**config.mk**
```make
export PLATFORM = sky130hd
export DESIGN_NAME = spw_tx_scheduler
export DESIGN_NICKNAME = d
export VERILOG_FILES = /design/src/rtl/spw_pkg.sv /design/src/rtl/spw_credit_counter.sv /design/src/rtl/spw_tx_scheduler.sv
export SDC_FILE = /design/constraint.sdc
export NUM_CORES = 1
export LEC_CHECK = 0
export ABC_AREA = 1
export CAP_MARGIN = 20
export CORE_MARGIN = 2
export CORE_UTILIZATION = 30
export CTS_CLUSTER_DIAMETER = 200
export DETAILED_ROUTE_END_ITERATION = 10
export PLACE_DENSITY = 0.62
export SYNTH_ARGS = -nofsm -noshare
export SYNTH_HDL_FRONTEND = slang
export SYNTH_SLANG_ARGS = --single-unit
```
**constraint.sdc**
```tcl
create_clock -name clock -period 2 [get_ports clock]
set_clock_uncertainty 0.05 [all_clocks]
set_input_delay 0.3 -clock clock [delete_from_list [all_inputs] [get_ports clock]]
set_output_delay 0.3 -clock clock [all_outputs]
set_load 0.01 [all_outputs]
```
**src/rtl/spw_pkg.sv**
```systemverilog
// Shared definitions for the SpaceWire transmit scheduler.
// Holds encoder character types, FSM states and credit constants.
package spw_pkg;

    localparam int MAX_CREDIT = 56;
    localparam int FCT_CREDIT = 8;

    typedef enum logic [1:0] {
        ENC_NONE  = 2'd0,
        ENC_FCT   = 2'd1,
        ENC_NCHAR = 2'd2,
        ENC_TIME  = 2'd3
    } enc_type_t;

    typedef enum logic {
        S_IDLE = 1'b0,
        S_HOLD = 1'b1
    } state_t;

endpackage

```
**src/rtl/spw_credit_counter.sv**
```systemverilog
// Credit counter: add FCT_CREDIT with ceiling check, subtract 1 with
// underflow check. Ports: clock, reset (async low), clear (sync flush),
// add, sub, count, error (one-cycle pulse on rejected add/sub).
module spw_credit_counter #(
    parameter int WIDTH = 6,
    parameter int CEIL  = 56
) (
    input  logic             clock,
    input  logic             reset,
    input  logic             clear,
    input  logic             add,
    input  logic             sub,
    output logic [WIDTH-1:0] count,
    output logic             error
);
    import spw_pkg::*;

    logic             add_ok;
    logic             sub_bad;
    logic [WIDTH-1:0] count_next;
    logic             error_next;

    // A simultaneous accepted add covers a subtract from zero (+7 net).
    always_comb begin
        add_ok     = add && (count <= WIDTH'(CEIL - FCT_CREDIT));
        sub_bad    = sub && (count == '0) && !add_ok;
        count_next = count;
        if (add_ok) begin
            count_next = count_next + WIDTH'(FCT_CREDIT);
        end
        if (sub && !sub_bad) begin
            count_next = count_next - WIDTH'(1);
        end
        error_next = (add && !add_ok) || sub_bad;
    end

    always_ff @(posedge clock or negedge reset) begin
        if (!reset) begin
            count <= '0;
            error <= 1'b0;
        end else if (clear) begin
            count <= '0;
            error <= 1'b0;
        end else begin
            count <= count_next;
            error <= error_next;
        end
    end

endmodule

```
**src/rtl/spw_tx_scheduler.sv**
```systemverilog
// SpaceWire TX scheduler: arbitrates time-codes, FCTs and N-chars onto
// the encoder with a valid/ready hold, and owns TX/RX credit counters.
// Ports: host write (txwrite/txdata/txready), tick_in/time_in, fct_rx,
// rx_open_slot, rx_nchar, encoder (enc_*), credits and error pulses.
module spw_tx_scheduler #(
    parameter int DWIDTH     = 9,
    parameter int CWIDTH     = 6,
    parameter int MAX_CREDIT = 56,
    parameter int PEND_MAX   = 7
) (
    input  logic              clock,
    input  logic              reset,
    input  logic              link_run,
    input  logic              tick_in,
    input  logic [7:0]        time_in,
    input  logic              txwrite,
    input  logic [DWIDTH-1:0] txdata,
    output logic              txready,
    input  logic              fct_rx,
    input  logic              rx_open_slot,
    input  logic              rx_nchar,
    output logic              enc_valid,
    input  logic              enc_ready,
    output logic [1:0]        enc_type,
    output logic [DWIDTH-1:0] enc_data,
    output logic [CWIDTH-1:0] tx_credit,
    output logic [CWIDTH-1:0] rx_credit,
    output logic              tx_credit_error,
    output logic              rx_credit_error
);
    import spw_pkg::*;

    localparam int PW = $clog2(PEND_MAX + 1);

    state_t            state, state_next;
    enc_type_t         sel, type_q;
    logic [DWIDTH-1:0] data_q;
    logic              hold_full;
    logic [DWIDTH-1:0] hold_data;
    logic              tick_pend;
    logic [7:0]        time_q;
    logic [PW-1:0]     pend_fct;
    logic              slot_q;
    logic              slot_rise;
    logic              done;
    logic              fct_done;
    logic              nchar_done;
    logic              time_done;

    assign slot_rise  = rx_open_slot && !slot_q;
    assign done       = (state == S_HOLD) && enc_ready && link_run;
    assign fct_done   = done && (type_q == ENC_FCT);
    assign nchar_done = done && (type_q == ENC_NCHAR);
    assign time_done  = done && (type_q == ENC_TIME);

    // Source selection and next state
    always_comb begin
        sel = ENC_NONE;
        if (tick_pend) begin
            sel = ENC_TIME;
        end else if (pend_fct != '0 &&
                     rx_credit <= CWIDTH'(MAX_CREDIT - FCT_CREDIT)) begin
            sel = ENC_FCT;
        end else if (hold_full && tx_credit != '0) begin
            sel = ENC_NCHAR;
        end
        state_next = state;
        unique case (state)
            S_IDLE: if (sel != ENC_NONE) state_next = S_HOLD;
            S_HOLD: if (enc_ready) state_next = S_IDLE;
            default: state_next = S_IDLE;
        endcase
        if (!link_run) begin
            state_next = S_IDLE;
        end
    end

    always_ff @(posedge clock or negedge reset) begin
        if (!reset) state <= S_IDLE;
        else        state <= state_next;
    end

    // Outputs
    assign enc_valid = (state == S_HOLD);
    assign enc_type  = type_q;
    assign enc_data  = data_q;
    assign txready   = !hold_full;

    always_ff @(posedge clock or negedge reset) begin
        if (!reset) begin
            type_q <= ENC_NONE;
            data_q <= '0;
        end else if (!link_run || done) begin
            type_q <= ENC_NONE;
        end else if (state == S_IDLE && sel != ENC_NONE) begin
            type_q <= sel;
            unique case (sel)
                ENC_TIME:  data_q <= DWIDTH'(time_q);
                ENC_NCHAR: data_q <= hold_data;
                default:   data_q <= '0;
            endcase
        end
    end

    // Input capture
    always_ff @(posedge clock or negedge reset) begin
        if (!reset) begin
            hold_full <= 1'b0;
            hold_data <= '0;
            tick_pend <= 1'b0;
            time_q    <= '0;
            pend_fct  <= '0;
            slot_q    <= 1'b0;
        end else begin
            slot_q <= rx_open_slot;
            if (txwrite && !hold_full) begin
                hold_full <= 1'b1;
                hold_data <= txdata;
            end else if (nchar_done) begin
                hold_full <= 1'b0;
            end
            if (tick_in) begin
                time_q <= time_in;
            end
            if (!link_run) begin
                tick_pend <= 1'b0;
                pend_fct  <= '0;
            end else begin
                if (tick_in)        tick_pend <= 1'b1;
                else if (time_done) tick_pend <= 1'b0;
                // Coincident edge and FCT completion cancel out
                if (slot_rise && !fct_done) begin
                    if (pend_fct != PW'(PEND_MAX)) begin
                        pend_fct <= pend_fct + PW'(1);
                    end
                end else if (fct_done && !slot_rise) begin
                    pend_fct <= pend_fct - PW'(1);
                end
            end
        end
    end

    spw_credit_counter #(
        .WIDTH (CWIDTH),
        .CEIL  (MAX_CREDIT)
    ) u_tx_credit (
        .clock (clock),
        .reset (reset),
        .clear (!link_run),
        .add   (fct_rx),
        .sub   (nchar_done),
        .count (tx_credit),
        .error (tx_credit_error)
    );

    spw_credit_counter #(
        .WIDTH (CWIDTH),
        .CEIL  (MAX_CREDIT)
    ) u_rx_credit (
        .clock (clock),
        .reset (reset),
        .clear (!link_run),
        .add   (fct_done),
        .sub   (rx_nchar),
        .count (rx_credit),
        .error (rx_credit_error)
    );

endmodule

```
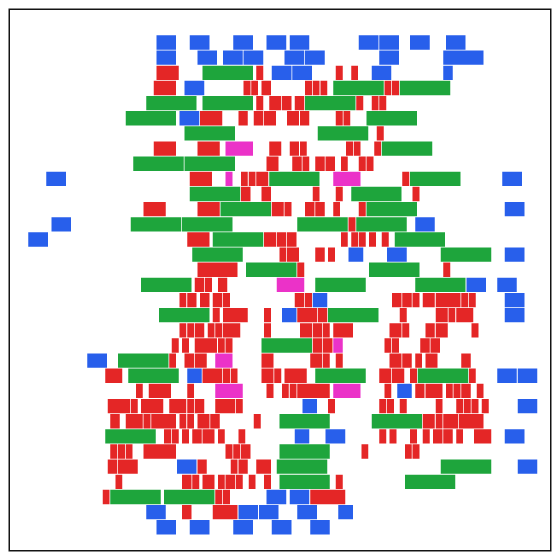
**Above:** placed cells, one color a class.
green -> flip-flops  # cells 49, share of their area 38%
red -> all other logic  # cells 247, share of their area 41%
magenta -> clock drivers and dummy loads  # cells 8, share of their area 2.7%
blue -> other buffers and delay cells  # cells 62, share of their area 19%
fin util: 40.8%
core box area: 8300 µm²
Cell Rows: 33
fraction of area in registers: 36.2%
Finished Cell Area: 3380 µm²

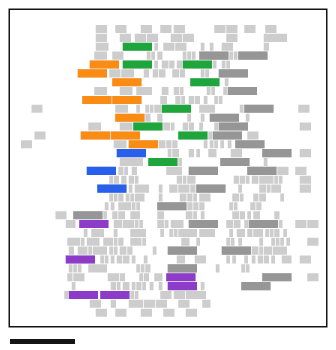
**Above:** sequential cells colored by netlist name.
Scale bar: 20 µm. Other sequential cells in the stronger gray, the rest of the logic in the fainter gray.
green -> `time_q`  # flops 8
blue -> `pend_fct`  # flops 3
purple -> `u_rx_credit.count`  # flops 6
orange -> `hold_data`  # flops 9
not colored = 23
Storage cell area: 1230 µm²
sequential power: 1.35 mW

==> changes_impl.md <==
## Implementation

* Gate Count Post-Synth at 302
* Htree depth at 2
* Post-Syn Area per Cell at 8.58 µm²
* Share of cells above drive strength 1 at 16.4%
* Number of gates resized after CTS at 0
* Synth flops at 49
* Top cell area share at 47.3%
* Peak supply drop at 0.278 mV
* CP required at 2.20 ns
* CP peak stage delay at 0.39 ns
* Global-route wire length before repair at 9730 µm
* Top delay family on crit path: simple AND/OR/NAND/NOR gates
* # fillers at 820
* Dpl ws at -0.000950 ns
* Largest net degree at the start of global routing at 50
* GP Congestion at 0.816
* Max Freq at 0.557 GHz
* WL/cell at 12.1 µm
* Chip Width at 97.0 µm
* Final period util at 89.8%
* HPWL after DPL at 4380 µm
* Worst-path cell chain: inv_1, ha_1, inv_2, nor2_2, nand3_1, nand2_2, nand3_2, nand3_2, buf_4, nand2_1, nand2_1
* Setup violators final at 0
* Max FO, Critical Path at 8
* Mapped cell area at 2590 µm²
* Final #Nets at 396
* Post-DR vias/cell at 4.51
* Initial antenna violation count at 0
* Routed Antenna Nets at 0
* Yosys top cell by instances: nand2_1
* Clock sinks at 49
* Placed Area at 3280 µm²
* Fin. Hold Viols at 0
* Final Non-Filler Cells at 471
* Startpoint types: flop
* Violation count after the first detailed-route iteration at 102
* Flip-flops with a built-in enable at 0
* FP Util at 31.2%
* Dominant flop cell: dfrtp_1
* Post-synth top cells: nand2_1 (71), dfrtp_1 (49), inv_1 (38)
* Chip area at 9400 µm²
* Worst R2R Path Depth at 11
* WP depth at 11
* Total grt overflow at 0
* CTS Hold Bufs at 1
* Max Cap Viol at 0
* CTS tree: yes
* Slew at the pin closest to its max-slew limit at 0.515 ns
* Unrepaired setup endpoints after global routing: no
* Die Y at 97.0 µm
* Post-CTS setup buffer count at 0
* Vias in the first global route at 2064
* Critical Setup Path Class: reg2reg
* Slew HR at 65.6%
* Status: finished, final reports clean
* I/O Buffers at 52
* Slew Limit Fails at 0
* Yosys Chip Area at 2590 µm²
* Worst setup EP type: flop
* Hold path cells at 2
* Max Root-Sink Buffers at 2
* Clock slew at reported path FFs at 0.09 ns
* WP data arrival at 2.00 ns
* Vias at 2124
* Nets at Floorplan at 333
* # Cells Yosys at 302
* Dominant cell type by area after synthesis: dfrtp_1
* HP Class: reg2reg
* Tool warning count at 26
* TritonCTS buffer count at 5
* Ys async rst share at 100%
* Total track usage at 12.6%
* Post-Route WL at 5680 µm
* Yosys Warn Count at 0
* Root Driver: clkbuf_8
* IO Pins at 53
* Seq share, synth at 47.3%
* Drt drc at 0
* Power Dens Cells at 862 nW/µm²
* Final Critical Period at 1.80 ns
* Slowest stage cell, crit path: dfrtp_1
* Bufs and invs on worst path at 3
* Top cells, area: dfrtp_1 (47%), nand2_1 (10%), inv_1 (5.5%), o21ai_0 (4.1%), mux2_2 (3.9%)
* Final total power at 2.92 mW
* Leakage at 1.61 nW
* Ant diodes at 0
* 1st-pass router iterations at 4
* Cell variety after synth at 39
* Placed cell count at 462
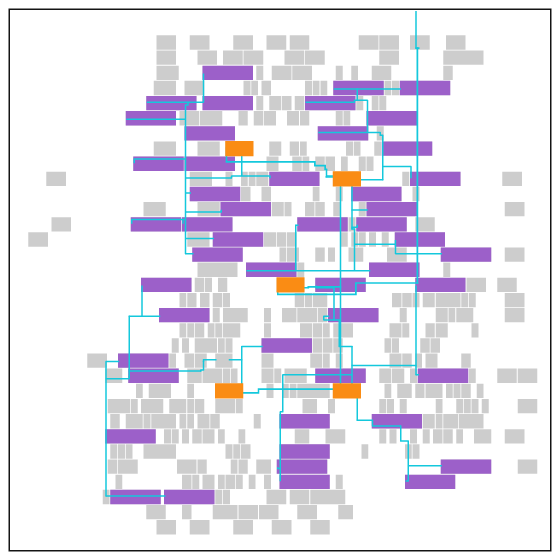
**Above:** clock network drawn from the DEF.
purple -> flip-flops  # count 49
orange -> cells driving clock nets  # count 5
cyan -> clock wires  # length 636 µm
routed clock nets = 6
Clk. pwr: 0.589 mW
Clock Latency Late Sink: 0.31 ns
clock network fraction of design power: 20.2%

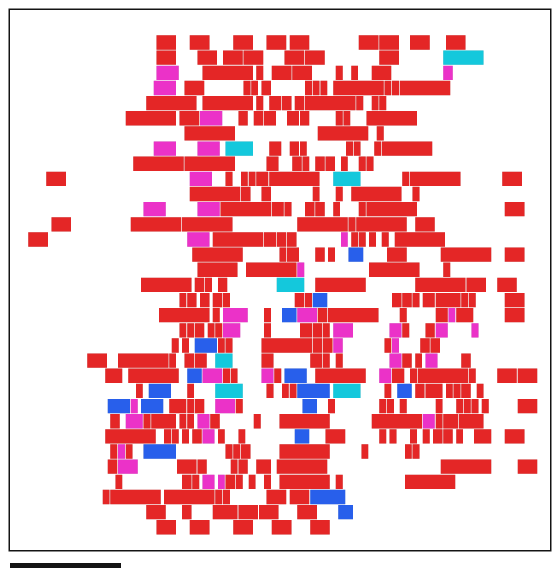
**Above:** sizing map.
Scale bar: 20 µm.
magenta -> drive 2  # cells 37, share 10%, most used mux2_2
blue -> drive 3 to 4  # cells 16, share 4.4%, most used buf_4
cyan -> drive 6 and up  # cells 7, share 1.9%, most used clkbuf_8
red -> drive 1 or less  # cells 306, share 84%, most used nand2_1
Area Growth Syn to Fin: 30.5%
worst setup margin: 0.205 ns

==> placed cells by master (no fill, tap or decap), types with 3 or more instances in the layout <==
cell type	instances
ha_1	4
clkbuf_8	5
inv_1	38
clkdlybuf4s50_1	51
xnor2_1	3
nor3_1	4
a21oi_1	7
nand2_4	3
inv_2	8
nand2_2	6
o21ai_1	6
nand4_1	11
nand2_1	70
nor2_2	3
mux2_2	9
nand3_1	13
nor2_1	16
nand3_2	5
dfrtp_1	49
buf_4	8
o21ai_0	21
==> flip-flops by register name, indices dropped and copies added (netlist names) <==
name and count:
hold_full 1, time_q 8, enc_type 2, u_tx_credit.count 6, u_tx_credit.error 1, hold_data 9, tick_pend 1, slot_q 1
enc_data 9, enc_valid 1, u_rx_credit.error 1, pend_fct 3, u_rx_credit.count 6
==> final cells by class <==
cell class / count / area, µm² / share of cell area [%]
Clock buffer: 6 / 72.6 / 2.14
Clock inverter: 2 / 13.8 / 0.407
Inverter: 47 / 176 / 5.21
Multi-Input combinational cell: 200 / 1160 / 34.2
Sequential cell: 49 / 1230 / 36.2
Tap cell: 105 / 131 / 3.88
Timing Repair Buffer: 62 / 606 / 17.9
==> path summary, 6_finish.rpt <==
path | startpoint | slack, ns | endpoint
worst min register to register | enc_data[7]$_DFFE_PN0P_ | 0.44 | enc_data[7]$_DFFE_PN0P_
worst min-delay path | enc_data[7]$_DFFE_PN0P_ | 0.44 | enc_data[7]$_DFFE_PN0P_
min in group asynchronous | reset | 0.45 | enc_data[5]$_DFFE_PN0P_
max in group asynchronous | reset | 1.22 | tick_pend$_DFFE_PN0P_
worst max-delay path | u_tx_credit.count[0]$_DFFE_PN0P_ | 0.20 | enc_data[3]$_DFFE_PN0P_
worst max register to register | u_tx_credit.count[0]$_DFFE_PN0P_ | 0.20 | enc_data[3]$_DFFE_PN0P_
==> metal layers <==
layer / track usage, % / routed length, µm / vias to the layer above
met5: 0 / 0 / -
met4: 4.23 / 95 / 0
met3: 2.60 / 179 / 9
met2: 20.4 / 2680 / 38
met1: 16.8 / 2730 / 973
li1: - / - / 1104
==> cell families (layout without fill, tap and decap cells) <==
family / after synthesis / after routing / synth area share [%]
AND/OR/NAND/NOR: 138 / 138 / 26.6
buffers and inverters: 53 / 117 / 8.16
flip-flops: 49 / 49 / 47.3
AND-OR/OR-AND: 44 / 44 / 9.94
multiplexers: 9 / 9 / 3.91
adder cells (fa/ha/maj): 5 / 5 / 2.70
XOR/XNOR: 4 / 4 / 1.35
==> worst min-delay path, stage by stage (launching register included) <==
cell and delay [ns]:
dfrtp_1 0.35, nand2_1 0.05, nand2_1 0.05
==> power breakdown <==
| group | internal, mW | leakage, nW | total (mW) | switching (mW) |
|---|---|---|---|---|
| clock | 0.250 | 0.0456 | 0.589 | 0.339 |
| sequential | 1.20 | 0.624 | 1.35 | 0.150 |
| combinational | 0.489 | 0.941 | 0.972 | 0.483 |
==> per-stage QoR <==
step | hold slack [ns] | TNS [ns]
after global placement | 0.259 | 0
after detailed placement | 0.259 | -0.000950
after floorplan | -0.0456 | 0
final | 0.436 | 0
after CTS | 0.443 | 0
after global routing | 0.458 | 0
Power and IR drop assume default switching activity.
